$ cat config.mk
export PLATFORM = sky130hd
export DESIGN_NAME = de_ex_pipe
export DESIGN_NICKNAME = d
export VERILOG_FILES = /design/src/rtl/de_ex_pipe.sv
export SDC_FILE = /design/constraint.sdc
export NUM_CORES = 1
export LEC_CHECK = 0
export ABC_CLOCK_PERIOD_IN_PS = 2000
export CAP_MARGIN = 20
export CORE_ASPECT_RATIO = 1.2
export CORE_MARGIN = 2
export CORE_UTILIZATION = 43
export CTS_BUF_LIST = sky130_fd_sc_hd__clkbuf_16
export CTS_CLUSTER_DIAMETER = 60
export DETAILED_ROUTE_END_ITERATION = 8
export PLACE_DENSITY = 0.86
export SLEW_MARGIN = 40
export SYNTH_ARGS = -nofsm -noshare
export SYNTH_HDL_FRONTEND = slang
export SYNTH_SLANG_ARGS = --single-unit
$ cat constraint.sdc
create_clock -name clk -period 2 [get_ports clk]
set_input_delay 0.4 -clock clk [delete_from_list [all_inputs] [get_ports clk]]
set_output_delay 0.4 -clock clk [all_outputs]
set_load 0.005 [all_outputs]
$ cat src/rtl/de_ex_pipe.sv
// Decode-to-execute pipeline register with load-use hazard detection,
// branch flush, downstream hold and a saturating bubble counter.
module de_ex_pipe #(
    parameter int XLEN   = 32,
    parameter int CTRL_W = 8,
    parameter int CNT_W  = 16
) (
    input  logic              clk,
    input  logic              rst_n,
    input  logic              valid_de,
    input  logic [XLEN-1:0]   pc_de,
    input  logic [4:0]        rs1_de,
    input  logic [4:0]        rs2_de,
    input  logic              uses_rs1_de,
    input  logic              uses_rs2_de,
    input  logic [4:0]        rd_de,
    input  logic [XLEN-1:0]   RUrs1_de,
    input  logic [XLEN-1:0]   RUrs2_de,
    input  logic [XLEN-1:0]   imm_de,
    input  logic [CTRL_W-1:0] ctrl_de,
    input  logic              RUWr_de,
    input  logic              DMRd_de,
    input  logic              DMWr_de,
    input  logic              flush_ex,
    input  logic              hold_ex,
    output logic [XLEN-1:0]   pc_ex,
    output logic [4:0]        rs1_ex,
    output logic [4:0]        rs2_ex,
    output logic [4:0]        rd_ex,
    output logic [XLEN-1:0]   RUrs1_ex,
    output logic [XLEN-1:0]   RUrs2_ex,
    output logic [XLEN-1:0]   imm_ex,
    output logic [CTRL_W-1:0] ctrl_ex,
    output logic              valid_ex,
    output logic              RUWr_ex,
    output logic              DMRd_ex,
    output logic              DMWr_ex,
    output logic              stall_de,
    output logic [CNT_W-1:0]  bubble_cnt
);

    logic [XLEN-1:0]   pc_q, pc_d;
    logic [4:0]        rs1_q, rs1_d, rs2_q, rs2_d, rd_q, rd_d;
    logic [XLEN-1:0]   rurs1_q, rurs1_d, rurs2_q, rurs2_d, imm_q, imm_d;
    logic [CTRL_W-1:0] ctrl_q, ctrl_d;
    logic              valid_q, valid_d, ruwr_q, ruwr_d;
    logic              dmrd_q, dmrd_d, dmwr_q, dmwr_d;
    logic [CNT_W-1:0]  cnt_q, cnt_d;
    logic              hazard;

    // A load in EX whose destination feeds the decoding instruction; x0 never counts.
    always_comb begin
        hazard = valid_de & valid_q & dmrd_q & ruwr_q & (rd_q != 5'd0) &
                 ((uses_rs1_de & (rd_q == rs1_de)) | (uses_rs2_de & (rd_q == rs2_de)));
        stall_de = hold_ex | (hazard & ~flush_ex);
    end

    always_comb begin
        pc_d    = pc_q;
        rs1_d   = rs1_q;
        rs2_d   = rs2_q;
        rd_d    = rd_q;
        rurs1_d = rurs1_q;
        rurs2_d = rurs2_q;
        imm_d   = imm_q;
        ctrl_d  = ctrl_q;
        valid_d = valid_q;
        ruwr_d  = ruwr_q;
        dmrd_d  = dmrd_q;
        dmwr_d  = dmwr_q;
        cnt_d   = cnt_q;
        if (flush_ex || (!hold_ex && hazard)) begin
            pc_d    = '0;
            rs1_d   = '0;
            rs2_d   = '0;
            rd_d    = '0;
            rurs1_d = '0;
            rurs2_d = '0;
            imm_d   = '0;
            ctrl_d  = '0;
            valid_d = 1'b0;
            ruwr_d  = 1'b0;
            dmrd_d  = 1'b0;
            dmwr_d  = 1'b0;
            // Only a real bubble is counted, not a flush.
            if (!flush_ex && cnt_q != {CNT_W{1'b1}})
                cnt_d = cnt_q + 1'b1;
        end else if (!hold_ex) begin
            pc_d    = pc_de;
            rs1_d   = rs1_de;
            rs2_d   = rs2_de;
            rd_d    = rd_de;
            rurs1_d = RUrs1_de;
            rurs2_d = RUrs2_de;
            imm_d   = imm_de;
            ctrl_d  = ctrl_de;
            valid_d = valid_de;
            ruwr_d  = RUWr_de & valid_de;
            dmrd_d  = DMRd_de & valid_de;
            dmwr_d  = DMWr_de & valid_de;
        end
    end

    always_ff @(posedge clk or negedge rst_n) begin
        if (!rst_n) begin
            pc_q    <= '0;
            rs1_q   <= '0;
            rs2_q   <= '0;
            rd_q    <= '0;
            rurs1_q <= '0;
            rurs2_q <= '0;
            imm_q   <= '0;
            ctrl_q  <= '0;
            valid_q <= 1'b0;
            ruwr_q  <= 1'b0;
            dmrd_q  <= 1'b0;
            dmwr_q  <= 1'b0;
            cnt_q   <= '0;
        end else begin
            pc_q    <= pc_d;
            rs1_q   <= rs1_d;
            rs2_q   <= rs2_d;
            rd_q    <= rd_d;
            rurs1_q <= rurs1_d;
            rurs2_q <= rurs2_d;
            imm_q   <= imm_d;
            ctrl_q  <= ctrl_d;
            valid_q <= valid_d;
            ruwr_q  <= ruwr_d;
            dmrd_q  <= dmrd_d;
            dmwr_q  <= dmwr_d;
            cnt_q   <= cnt_d;
        end
    end

    assign pc_ex      = pc_q;
    assign rs1_ex     = rs1_q;
    assign rs2_ex     = rs2_q;
    assign rd_ex      = rd_q;
    assign RUrs1_ex   = rurs1_q;
    assign RUrs2_ex   = rurs2_q;
    assign imm_ex     = imm_q;
    assign ctrl_ex    = ctrl_q;
    assign valid_ex   = valid_q;
    assign RUWr_ex    = ruwr_q;
    assign DMRd_ex    = dmrd_q;
    assign DMWr_ex    = dmwr_q;
    assign bubble_cnt = cnt_q;

endmodule

Fig. 1: register map, names as in the netlist
Bar = 50 um. Other sequential cells in the stronger grey, the rest of the logic in the fainter grey.
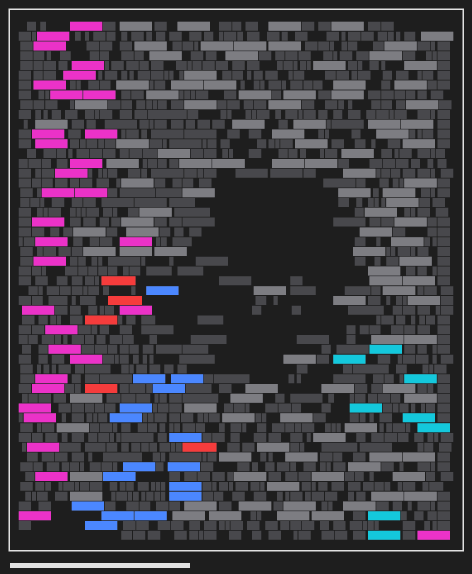
| colour | signal | sequential cells |
|---|---|---|
| cyan | ctrl_ex | 8 |
| blue | bubble_cnt | 16 |
| red | rd_ex | 5 |
| magenta | RUrs1_ex | 32 |
sequential group power: 3.72 mW
sequential standard cell area: 0.00428 sq mm
Layout Utilization: 72.7%

Fig. 2: cell sizes after repair
Bar = 50 um.
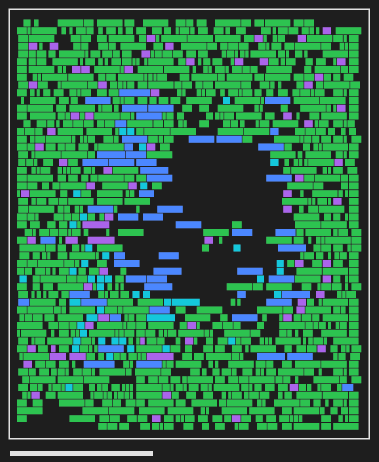
| colour | size | cells | most used |
|---|---|---|---|
| purple | _2 cells | 70 | a21oi_2 |
| cyan | _3 and _4 cells | 43 | buf_4 |
| blue | _6 and larger | 55 | clkbuf_16 |
| green | _0 and _1 cells | 969 | clkdlybuf4s50_1 |
min setup slack post-route: -465 ps
area growth from synthesis to layout: 65.9%
total of plain and repair buffers excluding clock buffers: 397
final design area excluding fillers: 0.0127 sq mm

Fig. 3: routed clock nets over the placement
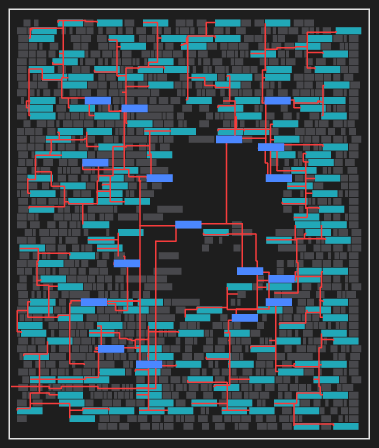
[red] clock wires | length: 2150 um
[blue] clock drivers | count: 17
[cyan] flip-flops | count: 171
flops lie: spread over the die
routed clock nets: 18
share of power burned in the clock network: 39.5%
Clock Latency Late Sink: 430 ps
power in the clock group: 3.29 mW
Final Skew: 10.5 ps

Fig. 4: signal metal coverage by tile
The die is cut into 25 by 30 equal tiles; dark blue is low, red is high, scaled to the fullest tile. Values are wire area over tile area, all layers added.
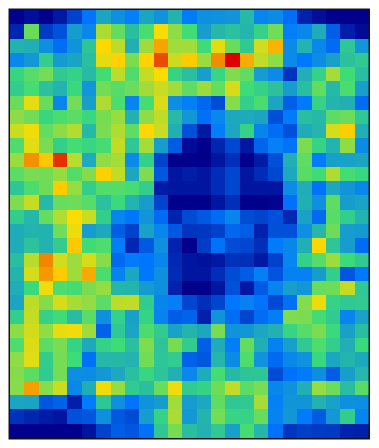
fullest tile: 0.60
nearly empty tiles: 3.2%
tiles over half the peak: 31%
emptiest ninth of the die: centre
final routed wire length divided by cell count: 19.8 um
global router's overall resource usage: 25.4%
vias after detailed routing: 7326
routed wire length: 26.9 mm

==> results.json <==
{
  "place.detailed.instances": 1293,
  "maxCapViolCount": 0,
  "failed_checks": "setup timing",
  "dieHeight_um": 150,
  "drt_first_iter_violations": 475,
  "cts_resized": 21,
  "met1_length_mm": 10.5,
  "post_synth_main_area_contributors": "dfrtp_1 56%, nand3b_1 15%, a21oi_1 9.9%, nand2_1 7.8%, clkbuf_1 2.5%",
  "p_int_mw": 6.25,
  "setup.worst_path.start_class": "input port",
  "yosysSeqAreaShare_pct": 56.0,
  "drt_drc_violations_left": 0,
  "cp.arrival_ps": 2070,
  "synth_area_per_cell_sq_um": 9.84,
  "yosysCellCount": 777,
  "placement_rows": 53,
  "ant_nets": 0,
  "grt_util_met1_pct": 31.3,
  "routed-wl-met2_mm": 13.5,
  "synthDominantAreaCellType": "dfrtp_1",
  "synth_flops": 171,
  "met3_usage_pct": 7.76,
  "dp.final_hpwl_mm": 15.8,
  "tally_of_buffers_added_on_design_ports": 332,
  "synth.top_cell.area_share_pct": 56.0,
  "worst_hold_slack_ps": 415,
  "post_layout_nonfiller_instances": 1358,
  "globalRoute.busiestLayer": "met2",
  "h-tree-depth": 4,
  "fin_tns_setup_ps": -37850,
  "slew_headroom_pct": 56.5,
  "async_reset_ff_share_pct": 100,
  "report.final.hold_viol_count": 0,
  "crit_path_max_fanout": 2,
  "finalSetupViolCount": 171,
  "die_width_um": 126,
  "tool_warning_count": 32,
  "synth.lib_cells_used.distinct": 29,
  "dominantRegCellSynth": "dfrtp_1",
  "crit_type": "input port to output pin",
  "cts.sinks": 171,
  "p_total_mw": 8.33,
  "floorplan.die_area_sq_mm": 0.0189,
  "net-switching-power_mw": 2.09,
  "final.min_clock_period_ps": 2470,
  "finalWorstSetupSlack_ps": -465,
  "groute.layer.met2.usage_pct": 41.6,
  "lay_top_cells": "327 x clkdlybuf4s50_1, 168 x dfrtp_1, 158 x nand2_1",
  "routed.top_layer": "met4",
  "initCoreUtil_pct": 43.8,
  "post_cts_hold_buffer_count": 1,
  "cts_made_buffers": 17,
  "slew_viol_final": 0,
  "nNetsFinal": 1286,
  "grt_start_max_net_pins": 114,
  "total_power_divided_by_cell_area_mw_per_mm2": 657,
  "gpl.final_weighted_congestion": 0.799,
  "maxClockFrequency_mhz": 406,
  "run_status": "finished, violations left",
  "yosys_area_sq_mm": 0.00764,
  "detailedRoute.firstPassIterationCount": 5,
  "data_required_time_at_the_worst_endpoint_ps": 1600,
  "tritoncts": "done",
  "fillers": 1192,
  "ratio_of_cells_with_drive_above_1_in_the_final_layout_pct": 14.8,
  "wl_met3_mm": 2.03,
  "power_frac_seq_pct": 44.6,
  "layout_top_cell_excl_fill_tap": "clkdlybuf4s50_1"
}
critical path, cell delays in order:
cell	delay, ps
clkdlybuf4s50_1	570
xnor2_1	160
nand4_1	140
o22ai_2	190
or2b_4	290
o21bai_1	170
buf_2	150
final timing paths:
kind,startpoint,end,slack [ps],cells past startpoint
min in group clk,hold_ex,rs1_ex[2]$_DFFE_PN0P_,470,4
setup reg to reg,rd_ex[4]$_DFFE_PN0P_,rs2_ex[3]$_DFFE_PN0P_,-320,10
setup / recovery,rs1_de[3],stall_de,-470,7
max in group asynchronous,rst_n,pc_ex[14]$_DFFE_PN0P_,830,3
hold / removal,rst_n,pc_ex[10]$_DFFE_PN0P_,410,2
hold reg to reg,bubble_cnt[15]$_DFFE_PN0P_,bubble_cnt[15]$_DFFE_PN0P_,500,1
logic make-up after synthesis:
kind of cell               share of synthesized area [%]
buffers and inverters                               4.80
muxes                                              0.147
DFF                                                 56.0
xor gates and xnor gates                            2.86
and+or+nand+nor                                     25.5
adders and majority gates                          0.164
AOI/OAI and AO/OA                                   10.6
final cells by class:
type	instances	area share, %
Clock buffer	17	3.36
Inverter	1	0.0296
Clock inverter	15	1.17
Antenna cell	1	0.0197
Tap cell	220	2.17
Timing Repair Buffer	397	33.5
Sequential cell	171	33.8
Multi-Input combinational cell	536	26.0
cell usage after synthesis, drive strengths merged (3+ instances only):
cell and n:
buf 18, a32oi 3, nand3b 151, xor2 11, a21oi 151, nor4 3
dfrtp 171, nand2 158, xnor2 14, nand4 7, nor2 16, nand3 7
clkbuf 51
power by group through the flow:
stage	registers, mW	clock network, mW	logic [mW]
floorplan	3.79	0	0.369
global placement	3.77	0	1.23
detailed placement	3.78	0	1.25
CTS	3.71	3.32	1.27
global route	3.74	3.48	1.42
finish	3.72	3.29	1.32
Power is estimated from default activity; no workload was simulated.
